### Signal wires on met1, run 1

Bar = 50 um. Supply wires on this layer in grey.
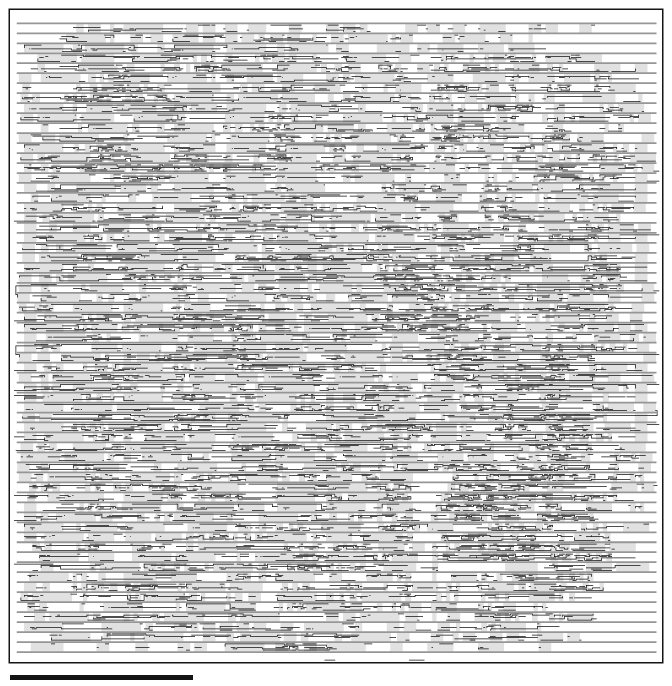
### Metal layers overlaid, run 1

Two of the layers only.
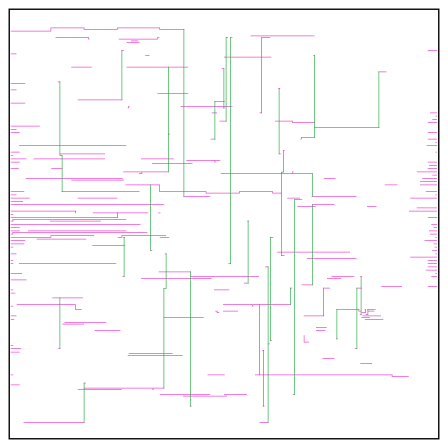
### Sequential cells grouped by signal name, run 1

Bar = 50 um. Other sequential cells in the stronger grey, the rest of the logic in the fainter grey.
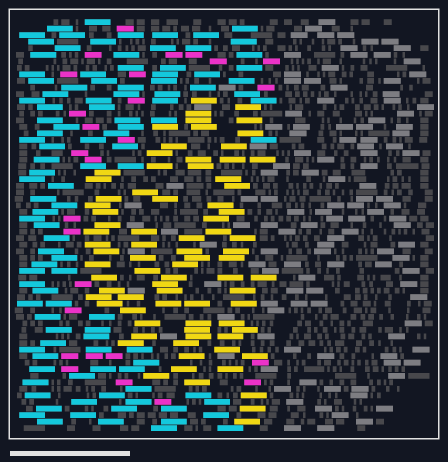
==> config.mk <==
export PLATFORM = sky130hd
export DESIGN_NAME = pr_req_sched
export DESIGN_NICKNAME = d
export VERILOG_FILES = /design/src/rtl/pr_req_sched.sv
export SDC_FILE = /design/constraint.sdc
export NUM_CORES = 1
export LEC_CHECK = 0
export CAP_MARGIN = 20
export CELL_PAD_IN_SITES_DETAIL_PLACEMENT = 1
export CELL_PAD_IN_SITES_GLOBAL_PLACEMENT = 1
export CORE_MARGIN = 1.5
export CORE_UTILIZATION = 48
export CTS_CLUSTER_SIZE = 24
export DETAILED_ROUTE_END_ITERATION = 16
export PLACE_DENSITY_LB_ADDON = 0.08
export SYNTH_ARGS = -nofsm -noshare
export SYNTH_HDL_FRONTEND = slang
export SYNTH_SLANG_ARGS = --single-unit
export TNS_END_PERCENT = 10
==> constraint.sdc <==
create_clock -name i_clk -period 10.7 [get_ports i_clk]
set_input_delay 1.605 -clock i_clk [delete_from_list [all_inputs] [get_ports i_clk]]
set_output_delay 1.605 -clock i_clk [all_outputs]
set_load 0.01 [all_outputs]
==> src/rtl/pr_req_sched.sv <==
// Round-robin scheduler sharing one DDR-DMA/ICAP reconfiguration path among NUM_REQ requesters.
// Each service: decouple, load addr/len, program ICAP, wait for DMA done or timeout, hold, release.
module pr_req_sched #(
   parameter int unsigned NUM_REQ = 4,
   parameter logic [19:0] TIMEOUT = 20'hFFFFF,
   parameter int unsigned HOLD    = 16
) (
   input  logic               i_clk,
   input  logic               i_rst_n,
   input  logic [NUM_REQ-1:0] i_req,
   output logic [NUM_REQ-1:0] o_grant,
   output logic [NUM_REQ-1:0] o_done,
   output logic               o_err,
   input  logic               i_tbl_wr_en,
   input  logic [2:0]         i_tbl_wr_idx,
   input  logic [26:0]        i_tbl_wr_addr,
   input  logic [19:0]        i_tbl_wr_len,
   output logic [26:0]        o_ddr_strt_addr,
   output logic [19:0]        o_trans_len,
   output logic               o_load,
   output logic               o_pgrm_icap,
   input  logic               i_dma_done,
   output logic               o_pr_reset,
   output logic [19:0]        o_icap_clk_cnt,
   output logic [19:0]        o_total_clk_cnt,
   output logic               o_busy
);

   localparam int unsigned IdxW = (NUM_REQ > 1) ? $clog2(NUM_REQ) : 1;
   localparam int unsigned HoldW = $clog2(HOLD + 1);
   localparam logic [HoldW-1:0] HoldLast = HoldW'(HOLD - 1);
   localparam logic [19:0] CntMax = 20'hFFFFF;

   typedef enum logic [2:0] {StIdle, StLoad, StPgm, StWait, StRelease, StDone} state_e;

   state_e              r_state;
   logic [26:0]         r_tbl_addr [NUM_REQ];
   logic [19:0]         r_tbl_len  [NUM_REQ];
   logic [IdxW-1:0]     r_last;
   logic [IdxW-1:0]     r_gidx;
   logic [HoldW-1:0]    r_hold;
   logic [19:0]         r_icap;
   logic [19:0]         r_total;
   logic                r_err;

   logic                w_any;
   logic [IdxW-1:0]     w_pick;
   logic [IdxW-1:0]     w_cand;
   logic [NUM_REQ-1:0]  w_onehot;
   logic [19:0]         w_icap_inc;
   logic [19:0]         w_total_inc;

   // Scan from farthest to nearest so the first set bit after r_last wins.
   always_comb begin
      w_any  = 1'b0;
      w_pick = '0;
      w_cand = '0;
      for (int unsigned k = NUM_REQ; k >= 1; k--) begin
         w_cand = IdxW'((32'(r_last) + k) % NUM_REQ);
         if (i_req[w_cand]) begin
            w_any  = 1'b1;
            w_pick = w_cand;
         end
      end
      w_onehot = '0;
      w_onehot[w_pick] = 1'b1;
   end

   assign w_icap_inc  = (r_icap == CntMax) ? r_icap : r_icap + 20'd1;
   assign w_total_inc = (r_total == CntMax) ? r_total : r_total + 20'd1;

   always_ff @(posedge i_clk) begin
      if (!i_rst_n) begin
         r_state         <= StIdle;
         r_last          <= IdxW'(NUM_REQ - 1);
         r_gidx          <= '0;
         r_hold          <= '0;
         r_icap          <= '0;
         r_total         <= '0;
         r_err           <= 1'b0;
         o_grant         <= '0;
         o_done          <= '0;
         o_err           <= 1'b0;
         o_ddr_strt_addr <= '0;
         o_trans_len     <= '0;
         o_load          <= 1'b0;
         o_pgrm_icap     <= 1'b0;
         o_pr_reset      <= 1'b0;
         o_icap_clk_cnt  <= '0;
         o_total_clk_cnt <= '0;
         o_busy          <= 1'b0;
         for (int i = 0; i < NUM_REQ; i++) begin
            r_tbl_addr[i] <= '0;
            r_tbl_len[i]  <= '0;
         end
      end else begin
         o_load      <= 1'b0;
         o_pgrm_icap <= 1'b0;
         o_done      <= '0;
         o_err       <= 1'b0;

         // Capture reads the pre-write table value when a write lands on the same edge.
         for (int i = 0; i < NUM_REQ; i++) begin
            if (i_tbl_wr_en && i_tbl_wr_idx == 3'(i)) begin
               r_tbl_addr[i] <= i_tbl_wr_addr;
               r_tbl_len[i]  <= i_tbl_wr_len;
            end
         end

         if (r_state != StIdle) begin
            r_total <= w_total_inc;
         end

         case (r_state)
            StIdle: begin
               if (w_any) begin
                  r_state         <= StLoad;
                  r_gidx          <= w_pick;
                  o_grant         <= w_onehot;
                  o_pr_reset      <= 1'b1;
                  o_busy          <= 1'b1;
                  r_total         <= 20'd1;
                  r_icap          <= '0;
                  r_err           <= 1'b0;
                  o_ddr_strt_addr <= r_tbl_addr[w_pick];
                  o_trans_len     <= r_tbl_len[w_pick];
               end
            end
            StLoad: begin
               o_load <= 1'b1;
               if (o_trans_len == 20'd0) begin
                  r_err   <= 1'b1;
                  r_hold  <= '0;
                  r_state <= StRelease;
               end else begin
                  r_state <= StPgm;
               end
            end
            StPgm: begin
               o_pgrm_icap <= 1'b1;
               r_icap      <= '0;
               r_state     <= StWait;
            end
            StWait: begin
               r_icap <= w_icap_inc;
               if (i_dma_done) begin
                  r_err   <= 1'b0;
                  r_hold  <= '0;
                  r_state <= StRelease;
               end else if (w_icap_inc >= TIMEOUT) begin
                  r_err   <= 1'b1;
                  r_hold  <= '0;
                  r_state <= StRelease;
               end
            end
            StRelease: begin
               if (r_hold == HoldLast) begin
                  o_pr_reset      <= 1'b0;
                  o_done          <= o_grant;
                  o_err           <= r_err;
                  o_icap_clk_cnt  <= r_icap;
                  o_total_clk_cnt <= r_total;
                  r_state         <= StDone;
               end else begin
                  r_hold <= r_hold + HoldW'(1);
               end
            end
            StDone: begin
               o_grant         <= '0;
               o_busy          <= 1'b0;
               o_ddr_strt_addr <= '0;
               o_trans_len     <= '0;
               r_last          <= r_gidx;
               r_state         <= StIdle;
            end
            default: r_state <= StIdle;
         endcase
      end
   end

endmodule
==> results.txt, run 1 <==
The implementation run finished. The run finished with clean final reports. Part of the total power dissipated in the clock network landed at between 30% and 40%. Worst endpoint data arrival time landed at 4700 ps. For this run, the number of Yosys warnings is 0. Per the layout report, the design carries just under 60 clock buffers. The report puts the cell count of the worst reg-to-reg path at 9. Count of tool warnings landed at 26. The post-route report lists met1 wire length as roughly 17000 um.

Total of plain and repair buffers excluding clock buffers landed at approximately 180. Clock latency on the worst-skew pair, taken at its later pin, is 530 ps. Sequential elements use about three fifths of the synthesized area. The worst setup path is of the in -> reg kind. The count of cells in the finished layout, fillers not included, comes to roughly 2000.

At the pin with the least slew margin, the transition time is approximately 1200 ps. The capture point of the worst register-to-register path is recorded as r_hold[4]. Switching power summed over all nets landed at ~800 uW. Areal power density over the cells landed at between 150 and 200 nW/um^2.

Required time of the critical path landed at about 11000 ps. The number of antenna diodes in the final layout is 4. Number of instances in the placed design landed at just under 2000. The final timing report lists clock skew as between 20 and 30 ps. Detailed placement reports a standard cell area of 16560 sq um. The die is around 180 um wide. The routed layout reports a DRC error count of 0. By instance count after routing, the leading logic cell type is sky130_fd_sc_hd__nand2_1. The internal power of the cells totals 2303 uW.

Number of hold buffers added after cts landed at 0. STA classifies the critical path startpoint as an input pin. Smallest hold slack landed at 445.1 ps. Before antenna repair, the detailed router went through 5 iterations.

TritonCTS built the clock tree. Combinational gate area landed at 5614 sq um. The synthesized design devotes to its leading area cell type approximately two fifths of total area. Number of logic gates landed at 1020. For this block, the initial DRC count from the detailed router was between 600 and 700. The clock period could shrink to between 4000 and 5000 ps. The fraction of final cell area spent on non-clock buffers in this run is under 10%. The biggest slice of the area belongs to sequential cells. The analysis reports a worst IR drop on VDD of between 100 and 150 uV.

The commonest register cell is sky130_fd_sc_hd__edfxtp_1. In the layout the commonest cells are 302 x sky130_fd_sc_hd__nand2_1, 191 x sky130_fd_sc_hd__and2_1, 188 x sky130_fd_sc_hd__edfxtp_1. After synthesis, the largest family of logic cells by area is simple AND/OR/NAND/NOR gates. The launch point of the worst register-to-register path is recorded as r_icap[0]. Final standard cell area without fillers landed at ~18000 sq um. No sink is reached through more buffers than the 3 on the longest clock path.

Number of ordinary inverters in the final layout landed at 5. STA classifies the critical path endpoint as a flop. Proportion of register bits with asynchronous set or reset after synthesis landed at 0%.

Synthesized area per cell landed at about 9.9 sq um. The fraction of final cell area spent on clock buffers and inverters in this run is 6.303%. Total cell area reported by yosys after synthesis landed at about 15000 sq um.

After Yosys synthesis, full adders, half adders and majority gates account for less than 1% of the synthesized area. After synthesis, the cell types taking the most area are sky130_fd_sc_hd__edfxtp_1 39%, sky130_fd_sc_hd__dfxtp_1 21%, sky130_fd_sc_hd__and2_1 8.2%, sky130_fd_sc_hd__nand2_1 7.7%, sky130_fd_sc_hd__nand3_1 4.5%. Logic gate share of total power landed at between 10 and 15%. Number of max-slew violations in the final report landed at 0. According to the floorplan report, the total die area is ~32000 sq um. Instance count of the mapped netlist landed at 1474. Per the post-place timing report, worst setup slack is 5894 ps. In the final layout, multi-input gates take up 31.74% of the cell area. During tapcell insertion the tool placed around 390 well taps. Depth of the CTS H-tree landed at 2. The highest layer touched by signal routing is met5. The final layout contains a sequential cell count of 341. Synthesis inferred between 300 and 400 register bits. met2 track demand over resource after global routing is a little under half. Of the cells placed in the final design, the portion with a size suffix greater than 1 is 5.407%.

Core area landed at around 30000 sq um. For the worst min-delay path, the startpoint reported by OpenROAD is r_err. Final layout net count landed at between 1500 and 2000.

The detailed router reports a met3 wire length of about 2200 um. AND-OR/OR-AND share of the synthesized area landed at a little under a tenth. In the post-route analysis, the smallest setup slack over all paths is between 6000 and 7000 ps. Total power after layout landed at slightly above 3000 uW. Fraction of met1 tracks used by global routing landed at between 30% and 40%. On the worst setup and hold paths after CTS, the clock-pin slew comes to ~60 ps.

Sequential cells account for roughly half of the total power. Counting endpoints that fail hold in the final report gives 0. Switching power as a fraction of the total was reported as between 20% and 30%. The synthesis run shows the most used standard cells to be 302 x sky130_fd_sc_hd__nand2_1, 191 x sky130_fd_sc_hd__and2_1, 188 x sky130_fd_sc_hd__edfxtp_1, 153 x sky130_fd_sc_hd__dfxtp_1, 133 x sky130_fd_sc_hd__nand3_1.

The script logs the ratio of routed vias to standard cells as roughly 5.7. Post-CTS setup repair buffer count landed at 0. The global router reports that the layer with the highest usage is met2. Synthesized-area fraction occupied by and/or/nand/nor cells landed at between 20% and 30%.

The first global-routing pass estimated around 65000 um of wire. The synthesized netlist contains roughly 50 unique library cells. Top-level I/O count landed at around 160. Tracing the worst setup path back leads to its startpoint at i_req[0]. Detailed placement HPWL landed at approximately 25000 um. Hold analysis lists the worst path endpoint as o_err.

Number of gates resized after cts landed at 0. Multiplexer cells account for less than 1% of the synthesized area.
Notes on 'Signal wires on met1' above:
- main direction: horizontal
- longest straight run: 84.6 um
- wire length on this layer: 17400 um
- share of all routed wire: 42%

Notes on 'Metal layers overlaid' above:
- met4: green (wire length 1080 um)
- met3: magenta (wire length 2150 um)

Notes on 'Sequential cells grouped by signal name' above:
- r_tbl_len: yellow (placed flops 80)
- o_ddr_strt_addr: magenta (placed flops 27)
- r_tbl_addr: cyan (placed flops 108)
Finished Core Util: 59.20%
FF+latch area: 8708 sq um
sequential portion of the cell area: 49.24%
sequential cell power: 1530 uW

## run 1: critical path, stage by stage
cell	delay, ps
sky130_fd_sc_hd__clkdlybuf4s50_1	510
sky130_fd_sc_hd__nor4_1	550
sky130_fd_sc_hd__nand2b_1	730
sky130_fd_sc_hd__and3_2	1040
sky130_fd_sc_hd__a32o_1	240
## run 1: state kept, by name, summed over array words and instances (netlist names), 5 cells and up
register	cells
o_trans_len	20
r_hold	5
o_icap_clk_cnt	20
r_total	20
r_tbl_addr	108
r_tbl_len	80
o_total_clk_cnt	20
o_ddr_strt_addr	27
r_icap	20
## run 1: power groups by stage
stage               Clock (uW)  Combinational [uW]  Sequential (uW)
finish                    1190                 384             1530
global route              1270                 417             1540
CTS                       1210                 388             1530
detailed placement           0                 383             1550
global placement             0                 370             1550
floorplan                    0                 186             1550
### Port wiring, run 1

Bar = 50 um.
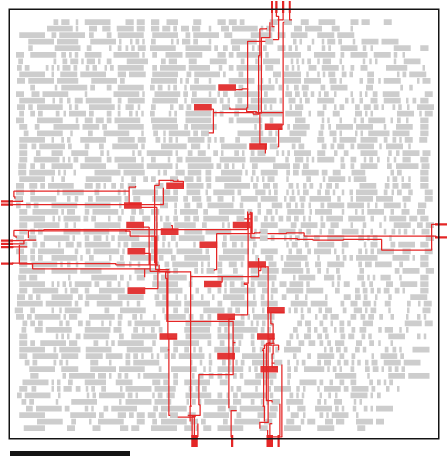

==> run 1 -> run 2 <==
Settings changed: CORE_UTILIZATION 48 to 40.
Clock period 10.7 ns to 3.8 ns, I/O delays scaled along.
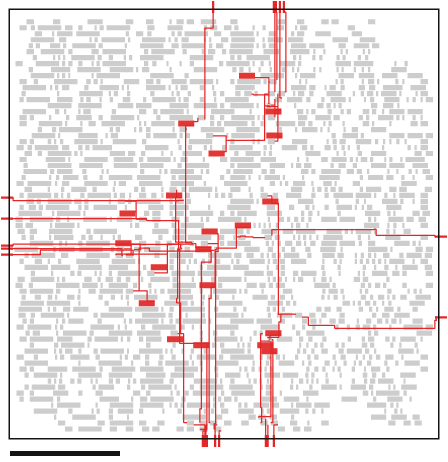
*Port wiring, run 2*
Bar = 50 um.
- o_trans_len: red (direction output; edge 8 bottom, 5 top, 5 left, 2 right; end cells 20; buffers 20; wire 1870 um)
input/output buffers: 157
num ports: 158

==> run 2 against run 1 <==
Against the previous run:
- global-route usage decreased by 3.9 points
- cell count is 4.4% higher
- combinational power increased to 2.9 times the previous value
- final area grew 3.0%
- via count shrank 2.1%
- sequential power went up to 2.8 times the previous value
- first-iteration DRC count shrank 29%
- count of clock-buffer cells in the layout is 6 lower
- core utilization fell by 8.4 points
- flip-flop count is the same
- routed wire length grew 1.7%
- largest cell class unchanged
==> results.txt, run 2 <==
The implementation run finished. Buffering stage count on the worst path with inverters included landed at 0. Looking at the setup timing report, the critical path kind is reg -> reg. The worst register-to-register path begins at r_icap[0].

The congestion estimate from routability-driven global placement came to ~0.84. The launch point of the worst min-delay path is recorded as o_icap_clk_cnt[14]. Cell count listed in synth_stat.txt landed at between 1000 and 1500. Delay contributed by the slowest stage of the critical path landed at roughly 700 ps. Once the clock tree was built, the setup fixing pass inserted 0 buffers. The total overflow left after global routing is 0. Largest fanout on the critical path landed at 10. In the post-route report, total wirelength is listed as between 40000 and 50000 um.

The critical path's slowest stage uses the library cell sky130_fd_sc_hd__or4_1. Chip width landed at ~190 um. Maximum buffer depth of the clock tree landed at 3.

Cell area after technology mapping landed at approximately 15000 sq um. Setup repair after global routing left no endpoint under its margin. STA classifies the critical path endpoint as a flop.

The synthesis report lists the most area-consuming cells as sky130_fd_sc_hd__edfxtp_1 39%, sky130_fd_sc_hd__dfxtp_1 21%, sky130_fd_sc_hd__and2_1 8.2%, sky130_fd_sc_hd__nand2_1 7.7%, sky130_fd_sc_hd__nand3_1 4.5%. Yosys synthesis warning count landed at 0. The worst register-to-register path has a depth of 9. For this run the detailed placement stage logged an HPWL of 26020 um. Total leakage power landed at between 0.006 and 0.007 uW. For this run, the detailed router's first-pass iteration total came to 4. Area of the die landed at approximately 38000 sq um.

Hold analysis lists the worst path endpoint as o_icap_clk_cnt[14]. CTS added clock buffers totalling 40. Per the final timing report, the hold violations number 0. Instance count of the mapped netlist landed at between 1000 and 1500. Clock buffers in the final layout number ~52.

The final design was reported to hold multi-input combinational gates totalling 1020. Summed over all instances, the cell type with the most area after synthesis is sky130_fd_sc_hd__edfxtp_1. Initial cell density of the core landed at 40.89%. Across the VDD grid, the largest voltage drop is between 200 and 300 uV. Ranked by instance count, the synthesized netlist is headed by 302 x sky130_fd_sc_hd__nand2_1, 191 x sky130_fd_sc_hd__and2_1, 188 x sky130_fd_sc_hd__edfxtp_1, 153 x sky130_fd_sc_hd__dfxtp_1, 133 x sky130_fd_sc_hd__nand3_1. The worst setup path is launched from a flop.

The cell sequence reported for the critical path is ha_1, nand3_1, or4_1, o21ai_0, nor2_1, xnor2_1, o31a_1, or4_1, a21oi_1. The number of global-route vias before repair is between 10000 and 15000. Post-synthesis sequential area ratio landed at roughly 59%. Clock network latency to the later pin of the worst-skew pair landed at approximately 530 ps. The required time at the worst endpoint is listed as 4250 ps. Floorplan net count landed at 1536.

Sink count of the clock tree landed at around 340. Core area landed at around 36000 sq um. In this run the worst setup path begins at r_icap[0].

Adder-cell area share of the yosys netlist landed at 0.3416%. The worst register-to-register path has a setup slack of around 260 ps. Number of flip-flops in the largest register landed at between 100 and 150. Entering global routing, the biggest net connects 98 pins. The post-placement cell area is ~17000 sq um. After synthesis the netlist holds a flip-flop and latch count of between 300 and 400. Number of ordinary inverters in the final layout landed at 5. Area fraction of clock buffers and clock inverters landed at 7.633%. Worst slack after detailed placement landed at between 300 and 400 ps. The fraction of cell area in multi-input combinational cells is reported as between 30% and 40%. Clock tree synthesis selected as its root buffer the cell sky130_fd_sc_hd__clkbuf_16. Shortest clock period the worst path allows after layout landed at between 3000 and 4000 ps.

Proportion of cell area occupied by registers landed at 47.82%. The library cell used most frequently in the layout, excluding fill and tap cells, is sky130_fd_sc_hd__nand2_1. The number of antenna violations at the first check in global routing was 4.

The most common cell in the synthesized netlist is sky130_fd_sc_hd__nand2_1. Layout sequential cell count landed at around 340. The timing report shows the most common cell along the critical path to be sky130_fd_sc_hd__or4_1.

At the worst endpoint, the arrival time is around 4000 ps. The routed layout has about 11000 vias. The final report lists the setup-violating endpoint count as 0. Yosys shows that the main logic family after synthesis is simple AND/OR/NAND/NOR gates. After Yosys synthesis, XOR and XNOR cells account for 1.076% of the synthesized area.

The finished cells cover about 18000 sq um. The layout has slightly below 4000 filler cells. Number of hold buffers added after cts landed at 0. Global-route wire length before repair landed at 67130 um. Dividing the detail-routed via count by the number of cells gives ~5.4.

Number of well taps landed at approximately 460. Row count landed at 69. The finished design was reported to have a net count of around 1700. On the critical path the largest part of the delay comes from simple AND/OR/NAND/NOR gates. Synthesized-area fraction occupied by and/or/nand/nor cells landed at between 20% and 30%. Non-clock buffers make up a little over a tenth of the layout cell area. In the final layout, the registers with the most flip-flops are r_tbl_addr (108), r_tbl_len (80), o_ddr_strt_addr (27). The slew check shows that the tightest pin keeps a relative margin of a little under half. Violation count after the first detailed-routing iteration landed at 465.

Number of cells on the critical path landed at 9. Achievable frequency landed at about 0.28 GHz. The run finished with clean final reports.

According to the Yosys statistics, the synthesized design has a chip area of about 15000 sq um. TritonCTS built the clock tree. Across all setup checks in the final design, the least slack found is ~260 ps. STA lists the endpoint of the worst register-to-register path as r_hold[4].

Per the post-route antenna check, the number of violating nets is 0. Number of max-slew violations in the final report landed at 0. Proportion of register bits with asynchronous set or reset after synthesis landed at 0%. Count of library flops with an enable pin landed at 188.

Per the synth stats, the flop cell with the highest instance count is sky130_fd_sc_hd__edfxtp_1. Total of plain and repair buffers excluding clock buffers landed at about 190. By instance count after routing, the leading logic cell types are 302 x sky130_fd_sc_hd__nand2_1, 191 x sky130_fd_sc_hd__and2_1, 188 x sky130_fd_sc_hd__edfxtp_1.

Total area of sequential cells landed at approximately 8700 sq um. AND-OR/OR-AND share of the synthesized area landed at approximately a tenth. Total power normalized to cell area comes to around 520 nW/um^2. Per STA, the endpoint of the critical path is r_hold[4]. Relative to the synthesized area, the layout overhead comes to 24.30%.

The H-tree generated during clock tree synthesis spans 2 levels. The area taken by multi-input combinational cells is reported as between 5000 and 6000 sq um. The netlist uses 50 different library cells.

The number of gates resized after CTS was 0. The tool warning count for the run is 27. In the synthesized netlist, mux cells make up 0.5551% of the area. Area fraction of the dominant cell type after synthesis landed at ~39%. Final routed DRC violation total landed at 0.

Max capacitance violation total landed at 0. Count of inserted antenna diode cells landed at 2. Per the post-CTS timing run, clock transition at the registers of the reported paths is about 60 ps. Synthesized area per cell landed at between 9 and 10 sq um. In this run the vertical extent of the chip is slightly below 200 um.

Final cycle utilization of the critical path landed at approximately 93%. The largest register by flop count is r_tbl_addr. Among all cell classes, the greatest summed area belongs to sequential cells.

Measured slew at the worst slew-check pin landed at a little over 800 ps. In this run the worst hold path is classified as reg -> reg. Final setup skew landed at approximately 9.7 ps.

Worst hold path depth landed at 2. The layout summary lists the proportion of cells stronger than drive strength 1 as ~7.4%.
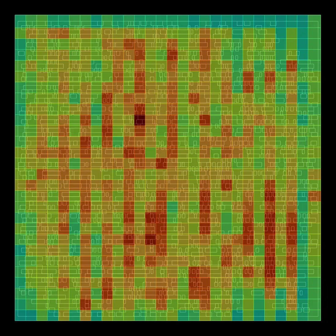
*Track usage over the die, run 2*
global-route track usage on met2: 40.37%
global-route usage over all layers: 22.70%
global-route met1 utilization: 28.17%
Finished Core Util: 50.83%
Avg WL per Cell: 20.25 um

==> run 2: cell counts after synthesis <==
Identical to the previous run, type by type.
==> run 2: per-stage QoR <==
stage / hold slack [ps] / instances / TNS, ps / total power (uW)
floorplan: 417.5 / 1474 / -116960 / 4887
global placement: 443.4 / 2016 / 0 / 5470
detailed placement: 444.8 / 2016 / 0 / 5503
CTS: 457.6 / 2089 / 0 / 9530
global route: 476.2 / 2089 / 0 / 9775
finish: 451.1 / 2091 / 0 / 9417
==> run 2: layer usage <==
metal	wire (um)	track usage [%]	vias up
met2	21160	40.37	199
met5	29	0	-
li1	-	-	5410
met4	823	5.556	4
met3	1930	4.581	56
met1	18400	28.17	5600
==> run 2: where the power goes <==
group	total [uW]	switching (uW)	internal, uW
clock	4010	1520	2490
combinational	1120	663	459
sequential	4290	148	4140
total	9420	2330	7090
Power is estimated from default activity; no workload was simulated.
